[config.mk]
export PLATFORM = sky130hd
export DESIGN_NAME = img_jpeg_dequant_unzigzag
export DESIGN_NICKNAME = d
export VERILOG_FILES = /design/src/rtl/img_jpeg_pkg.sv /design/src/rtl/img_dequant_sat.sv /design/src/rtl/img_jpeg_dequant_unzigzag.sv
export SDC_FILE = /design/constraint.sdc
export NUM_CORES = 2
export LEC_CHECK = 0
export ABC_AREA = 1
export CAP_MARGIN = 20
export CORE_MARGIN = 1
export CORE_UTILIZATION = 40
export CTS_BUF_LIST = sky130_fd_sc_hd__clkbuf_8
export CTS_CLUSTER_SIZE = 28
export DETAILED_ROUTE_END_ITERATION = 6
export DONT_BUFFER_PORTS = 1
export HOLD_SLACK_MARGIN = 0.08
export PLACE_DENSITY_LB_ADDON = 0.1
export SLEW_MARGIN = 10
export SYNTH_ARGS = -nofsm -noshare
export SYNTH_HDL_FRONTEND = slang
export SYNTH_SLANG_ARGS = --single-unit
[constraint.sdc]
create_clock -name clk -period 7.3 [get_ports clk]
set_input_delay 1.46 -clock clk [delete_from_list [all_inputs] [get_ports clk]]
set_output_delay 1.46 -clock clk [all_outputs]
set_load 0.01 [all_outputs]
[src/rtl/img_jpeg_pkg.sv]
// ---------------------------------------------------------------------------
// img_jpeg_pkg
// Shared constants for the JPEG decode-side dequantise / un-zigzag path.
//   ZZ[k]    : raster position (row*8+col) of zigzag index k
//   QTAB[r]  : standard JPEG luminance quantisation table, raster order
//   sat_signed(x, w) : clamp a signed value to the w-bit two's complement range
// ---------------------------------------------------------------------------
package img_jpeg_pkg;

  localparam logic [5:0] ZZ [64] = '{
    6'd0,  6'd1,  6'd8,  6'd16, 6'd9,  6'd2,  6'd3,  6'd10,
    6'd17, 6'd24, 6'd32, 6'd25, 6'd18, 6'd11, 6'd4,  6'd5,
    6'd12, 6'd19, 6'd26, 6'd33, 6'd40, 6'd48, 6'd41, 6'd34,
    6'd27, 6'd20, 6'd13, 6'd6,  6'd7,  6'd14, 6'd21, 6'd28,
    6'd35, 6'd42, 6'd49, 6'd56, 6'd57, 6'd50, 6'd43, 6'd36,
    6'd29, 6'd22, 6'd15, 6'd23, 6'd30, 6'd37, 6'd44, 6'd51,
    6'd58, 6'd59, 6'd52, 6'd45, 6'd38, 6'd31, 6'd39, 6'd46,
    6'd53, 6'd60, 6'd61, 6'd54, 6'd47, 6'd55, 6'd62, 6'd63
  };

  localparam logic [7:0] QTAB [64] = '{
    8'd16, 8'd11, 8'd10, 8'd16, 8'd24,  8'd40,  8'd51,  8'd61,
    8'd12, 8'd12, 8'd14, 8'd19, 8'd26,  8'd58,  8'd60,  8'd55,
    8'd14, 8'd13, 8'd16, 8'd24, 8'd40,  8'd57,  8'd69,  8'd56,
    8'd14, 8'd17, 8'd22, 8'd29, 8'd51,  8'd87,  8'd80,  8'd62,
    8'd18, 8'd22, 8'd37, 8'd56, 8'd68,  8'd109, 8'd103, 8'd77,
    8'd24, 8'd35, 8'd55, 8'd64, 8'd81,  8'd104, 8'd113, 8'd92,
    8'd49, 8'd64, 8'd78, 8'd87, 8'd103, 8'd121, 8'd120, 8'd101,
    8'd72, 8'd92, 8'd95, 8'd98, 8'd112, 8'd100, 8'd103, 8'd99
  };

  // Clamp x to [-2^(w-1), 2^(w-1)-1]; valid for 1 <= w <= 31.
  function automatic logic signed [31:0] sat_signed(input logic signed [31:0] x,
                                                    input int w);
    logic signed [31:0] hi;
    logic signed [31:0] lo;
    hi = (32'sd1 <<< (w - 1)) - 32'sd1;
    lo = -hi - 32'sd1;
    if (x > hi)      return hi;
    else if (x < lo) return lo;
    else             return x;
  endfunction

endpackage

[src/rtl/img_dequant_sat.sv]
// ---------------------------------------------------------------------------
// img_dequant_sat
// Combinational dequantiser: signed coefficient times unsigned table entry,
// saturated back to the coefficient width.
//   coef_i [DW] : signed quantised coefficient
//   q_i    [QW] : unsigned quantisation step
//   deq_o  [DW] : saturated signed product
// DW+QW+1 must not exceed 32 (saturation helper works on 32-bit values).
// ---------------------------------------------------------------------------
module img_dequant_sat
  import img_jpeg_pkg::*;
#(
  parameter int DW = 16,
  parameter int QW = 8
) (
  input  logic [DW-1:0] coef_i,
  input  logic [QW-1:0] q_i,
  output logic [DW-1:0] deq_o
);

  localparam int PW = DW + QW + 1;

  logic signed [PW-1:0] coef_ext;
  logic signed [PW-1:0] q_ext;
  logic signed [PW-1:0] prod;

  // Both operands widened to the full product width so the multiply is exact.
  assign coef_ext = {{(QW + 1){coef_i[DW-1]}}, coef_i};
  assign q_ext    = {{DW{1'b0}}, q_i};
  assign prod     = coef_ext * q_ext;
  assign deq_o    = DW'(sat_signed(32'(prod), DW));

endmodule

[src/rtl/img_jpeg_dequant_unzigzag.sv]
// ---------------------------------------------------------------------------
// img_jpeg_dequant_unzigzag
// Accepts 64 quantised coefficients per 8x8 block in zigzag order, dequantises
// each with the luminance table, stores it at its raster position and streams
// the block out row-major. Two ping-pong banks let one block load while the
// other drains.
//   clk, rst_n        : clock, asynchronous active-low reset
//   s_valid/s_ready   : input handshake, s_data = zigzag-ordered coefficient
//   m_valid/m_ready   : output handshake, m_data = raster-ordered coefficient
//   m_last            : marks raster index 63 of each block
// ---------------------------------------------------------------------------
module img_jpeg_dequant_unzigzag
  import img_jpeg_pkg::*;
#(
  parameter int DW = 16,
  parameter int QW = 8
) (
  input  logic          clk,
  input  logic          rst_n,
  input  logic          s_valid,
  output logic          s_ready,
  input  logic [DW-1:0] s_data,
  output logic          m_valid,
  input  logic          m_ready,
  output logic [DW-1:0] m_data,
  output logic          m_last
);

  logic [DW-1:0] bank_q [2][64];
  logic [1:0]    full_q,    full_d;
  logic          wr_bank_q, wr_bank_d;
  logic          rd_bank_q, rd_bank_d;
  logic [5:0]    wr_idx_q,  wr_idx_d;
  logic [5:0]    rd_idx_q,  rd_idx_d;

  logic          wr_fire;
  logic          rd_fire;
  logic [5:0]    wr_raster;
  logic [QW-1:0] wr_qstep;
  logic [DW-1:0] wr_deq;

  assign s_ready   = !full_q[wr_bank_q];
  assign m_valid   = full_q[rd_bank_q];
  assign m_data    = bank_q[rd_bank_q][rd_idx_q];
  assign m_last    = m_valid && (rd_idx_q == 6'd63);

  assign wr_fire   = s_valid && s_ready;
  assign rd_fire   = m_valid && m_ready;
  assign wr_raster = ZZ[wr_idx_q];
  assign wr_qstep  = QW'(QTAB[wr_raster]);

  img_dequant_sat #(
    .DW(DW),
    .QW(QW)
  ) u_sat (
    .coef_i(s_data),
    .q_i   (wr_qstep),
    .deq_o (wr_deq)
  );

  // Writer only targets a non-full bank and reader only a full one, so the
  // set and clear below always touch different flags and both take effect.
  always_comb begin
    full_d    = full_q;
    wr_bank_d = wr_bank_q;
    rd_bank_d = rd_bank_q;
    wr_idx_d  = wr_idx_q;
    rd_idx_d  = rd_idx_q;
    if (wr_fire) begin
      wr_idx_d = wr_idx_q + 6'd1;
      if (wr_idx_q == 6'd63) begin
        full_d[wr_bank_q] = 1'b1;
        wr_bank_d         = !wr_bank_q;
      end
    end
    if (rd_fire) begin
      rd_idx_d = rd_idx_q + 6'd1;
      if (rd_idx_q == 6'd63) begin
        full_d[rd_bank_q] = 1'b0;
        rd_bank_d         = !rd_bank_q;
      end
    end
  end

  always_ff @(posedge clk or negedge rst_n) begin
    if (!rst_n) begin
      full_q    <= '0;
      wr_bank_q <= 1'b0;
      rd_bank_q <= 1'b0;
      wr_idx_q  <= '0;
      rd_idx_q  <= '0;
    end else begin
      full_q    <= full_d;
      wr_bank_q <= wr_bank_d;
      rd_bank_q <= rd_bank_d;
      wr_idx_q  <= wr_idx_d;
      rd_idx_q  <= rd_idx_d;
    end
  end

  always_ff @(posedge clk or negedge rst_n) begin
    if (!rst_n) begin
      for (int unsigned b = 0; b < 2; b++) begin
        for (int unsigned i = 0; i < 64; i++) begin
          bank_q[b][i] <= '0;
        end
      end
    end else if (wr_fire) begin
      bank_q[wr_bank_q][wr_raster] <= wr_deq;
    end
  end

endmodule

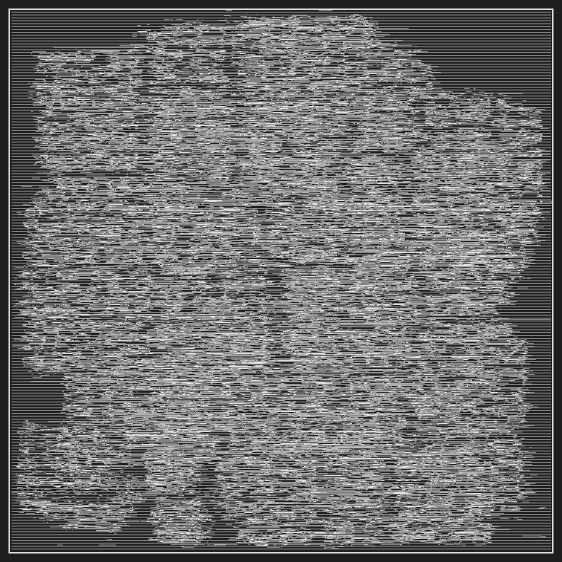
*Met1 routing*
Supply wires on this layer in grey.
The layer holds 42% of the routed length. 13111 nets have wire on it. The longest straight run is 110 microns. The wires run mostly horizontal. The layer carries 181 mm of wire.

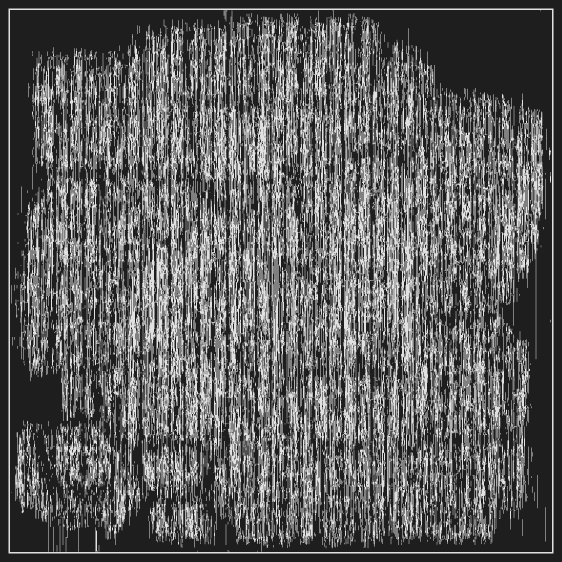
*M2 wires*
10173 nets have wire on it. The longest straight run is 167 microns.

==> flow_metrics.env <==
# source this file to load flow results
export IMPL_routabilityCongestion=0.884
export IMPL_ys_ff=2064
export IMPL_min_period_ps=7370
export IMPL_fin_cells=17571
export IMPL_power_leakage_nw=63.5
export IMPL_crit_family="adder cells"
export IMPL_seq_power_share_pct=33.3
export IMPL_post_place_cells=16773
export IMPL_cts_setup_buffers=43
export IMPL_power_frac_clock_pct=26.6
export IMPL_yosys_area_sq_um=104000
export IMPL_final_cell_mix="nand2_1, dfrtp_1, nor2_1"
export IMPL_grt_max_degree=245
export IMPL_crit_path_start_kind="register"
export IMPL_vias_per_cell=5.58
export IMPL_synth_nets=14007
export IMPL_die_area_sq_um=261000
export IMPL_netlist_area_sq_um=104000
export IMPL_outcome="complete, but fails checks"
export IMPL_synth_async_sr_flop_share_pct=100
export IMPL_violations="design-rule violations, negative setup slack"
export IMPL_cts_path_max_buffers=4
export IMPL_drive_above_1_share_pct=13.0
export IMPL_maxCapViolations=0
export IMPL_synth_edff_count=0
export IMPL_cp_data_required_time_ps=8200
export IMPL_grt_overflow=0
export IMPL_relSlewSlack_pct=12.3
export IMPL_ant_nets=0
export IMPL_vias=98006
export IMPL_place_area_sq_um=109000
export IMPL_critPathBufInv=13
export IMPL_reg2reg_from="wr_idx_q[1]$_DFFE_PN0P_"
export IMPL_switching_share_pct=42.3
export IMPL_finalNetCount=14061
export IMPL_die_width_microns=511
export IMPL_reg2reg_slack_ps=-70
export IMPL_fp_util_pct=40.3
export IMPL_n_fill_cell=25293
export IMPL_first_pass_iters=7
export IMPL_hold_path_class="input pin to asynchronous set/reset pin"
export IMPL_setup_slack_ps=-67.0
export IMPL_cts_clk_slew_worst_paths_ps=60
export IMPL_whs_ps=426
export IMPL_fin_util_pct=46.9
export IMPL_criticalPathCategory="register to register"
export IMPL_cts_tree="done"
export IMPL_antenna_found_initial=18
export IMPL_rr_worst_depth=47
export IMPL_synthFlopType="dfrtp_1"
export IMPL_core_area_sq_um=257000
export IMPL_finalSetupViolations=220
export IMPL_ys_cells=13833
export IMPL_cts_made_buffers=374
export IMPL_cts_resized=231
export IMPL_worst_pin_slew_ps=1320
export IMPL_pre_cts_slack_ps=-491
export IMPL_synthCells=13833
export IMPL_grt_pass1_wl_microns=620000
export IMPL_port_buffers=0
export IMPL_worstSetupEndpointType="register"
export IMPL_fin_crit_sh_pct=101
export IMPL_rsz0062_at_grt="yes"
export IMPL_finalClockSkew_ps=84.3
export IMPL_report_final_slew_viol_count=0
export IMPL_drtIter0Drc=11767
export IMPL_comb_power_share_pct=40.1
export IMPL_log_warning_count=102
export IMPL_clk_latency_ps=1090
export IMPL_switchingPower_mw=18.0
export IMPL_intPower_mw=24.6
export IMPL_fmax_ghz=0.136
export IMPL_hold_viol_final=0
export IMPL_r2r_end="bank_q[740]$_DFFE_PN0P_"
export IMPL_syn_to_final_growth_pct=16.5
export IMPL_htreeDepth=5
export IMPL_drc=6
export IMPL_vdd_ir_drop_max_v=0.000470
export IMPL_final_area_sq_um=121000
export IMPL_ctsRootBufferMaster="clkbuf_8"
export IMPL_yosysUniqueCellTypes=43
export IMPL_avgSynthCellArea_sq_um=7.48
export IMPL_yosys_stat_seqShare_pct=49.9
export IMPL_first_global_vias=94267
export IMPL_crit_path_max_incr_delay_ps=630
export IMPL_path_max_fanout=19
export IMPL_lay_top_count="nand2_1"
export IMPL_num_rows=186
export IMPL_cts_sinks=2064
export IMPL_cp_slowest_cell="fa_2"
export IMPL_synth_warnings=0
export IMPL_power_density_nw_per_um2=353
export IMPL_grt_usage_pct=31.2
export IMPL_io_pins=39
export IMPL_holdBufCountCts=1
export IMPL_critPathArrivalTime_ps=8270
export IMPL_power_mw=42.6
export IMPL_die_y_microns=511
export IMPL_dp_final_hpwl_microns=242000
export IMPL_wl_per_cell_microns=24.6
export IMPL_tns_ps=-4370
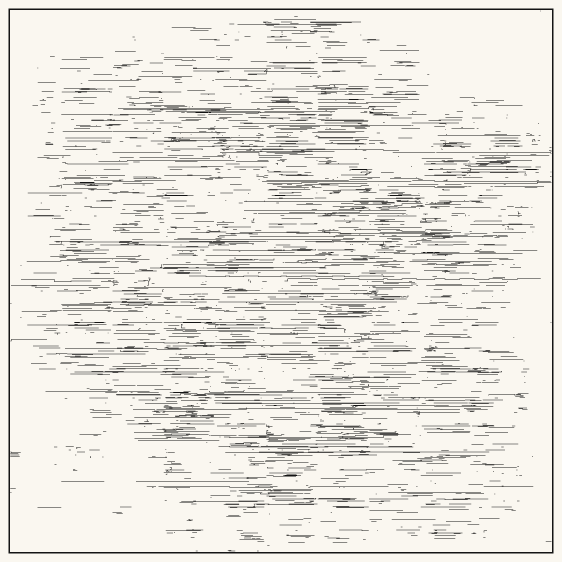
*Signal wires on met3*
The layer carries 39.4 mm of wire. The longest straight run is 171 microns. The layer holds 9.1% of the routed length.
met3 Usage GRT: 4.78%
final WL: 432000 microns

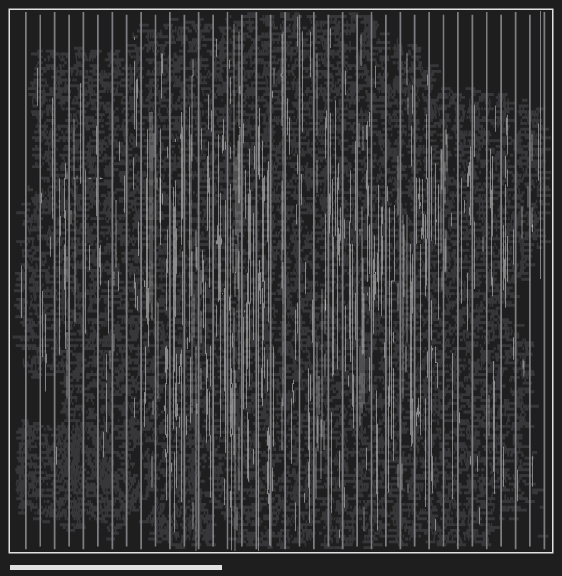
*M4 wires*
The bar under the picture is 200 microns long. Supply wires on this layer in grey.
The wires run mostly vertical. 265 nets have wire on it. The layer holds 5.3% of the routed length.

## cells in the mapped netlist, types with 36 or more instances
cell type / count / share of area, %
nand2_1: 6388 / 23
dfrtp_1: 2064 / 50
nor2_1: 1237 / 4.5
o21ai_0: 1143 / 5.5
clkbuf_1: 619 / 2.2
nand3_1: 402 / 1.9
inv_1: 359 / 1.3
o22ai_1: 310 / 1.9
buf_2: 236 / 1.1
a21oi_1: 180 / 0.87
o221ai_1: 167 / 1.4
inv_2: 139 / 0.50
fa_1: 85 / 1.6
o211ai_1: 70 / 0.51
ha_1: 69 / 0.83
nor3_2: 66 / 0.64
buf_4: 60 / 0.44
buf_1: 45 / 0.16
nor2_2: 37 / 0.22
nand4_1: 36 / 0.22
## how the worst max path moves through the flow
stage	startpoint	endpoint	slack, ps	cells past startpoint
detailed placement	wr_idx_q[0]$_DFFE_PN0P_	bank_q[521]$_DFFE_PN0P_	-490	42
global route	wr_idx_q[0]$_DFFE_PN0P_	bank_q[843]$_DFFE_PN0P_	-380	48
global placement	wr_idx_q[0]$_DFFE_PN0P_	bank_q[1145]$_DFFE_PN0P_	-430	46
floorplan	wr_idx_q[0]$_DFFE_PN0P_	bank_q[582]$_DFFE_PN0P_	3	45
CTS	wr_idx_q[0]$_DFFE_PN0P_	bank_q[113]$_DFFE_PN0P_	-8	53
finish	wr_idx_q[1]$_DFFE_PN0P_	bank_q[740]$_DFFE_PN0P_	-70	47
## cell families after synthesis
group	share of synthesized area (%)
flip-flops	49.9
AND-OR/OR-AND	10.4
buffers and inverters	5.87
adder cells (fa/ha/maj)	2.48
AND/OR/NAND/NOR	31.2
XOR/XNOR	0.193
## power groups by stage
stage	logic, mW	clock network [mW]	registers [mW]
after global placement	12.0	0	14.3
final	17.1	11.3	14.2
after detailed placement	12.1	0	14.3
after global routing	17.6	12.0	14.4
after floorplan	6.48	0	14.1
after CTS	13.8	11.5	14.2
## worst reg2reg max path: cells and delay by family, from the launching register on
| kind | cells | cell delay (ps) |
|---|---|---|
| AND/OR/NAND/NOR | 25 | 2110 |
| buffers and inverters | 13 | 1620 |
| AND-OR/OR-AND | 1 | 70 |
| flip-flops | 1 | 400 |
| adder cells (fa/ha/maj) | 8 | 2980 |
## layer usage
layer | share of wire, % | track usage [%] | vias to the layer above | wire length [microns]
li1 | - | - | 43978 | -
met1 | 42 | 43.4 | 48218 | 181000
met2 | 44 | 47.9 | 4865 | 189000
met3 | 9.1 | 4.78 | 937 | 39400
met4 | 5.3 | 14.5 | 8 | 22800
met5 | 0.0099 | 0 | - | 43
## cell type report
| cell class | count | area [sq um] | share of cell area (%) |
|---|---|---|---|
| diodes | 10 | 25.0 | 0.0207 |
| clock buffers | 460 | 6330 | 5.25 |
| clock inverters | 206 | 1210 | 1.00 |
| inverters | 515 | 2010 | 1.67 |
| multi-input cells | 10296 | 47700 | 39.6 |
| flip-flops and latches | 2064 | 51700 | 42.8 |
| well taps | 3384 | 4230 | 3.51 |
| repair buffers | 636 | 7420 | 6.16 |
## state kept, by name, indices dropped and copies added (netlist names)
name	count
wr_bank_q	1
rd_bank_q	1
full_q	2
wr_idx_q	6
bank_q	2048
rd_idx_q	6
Power and IR drop assume default switching activity.
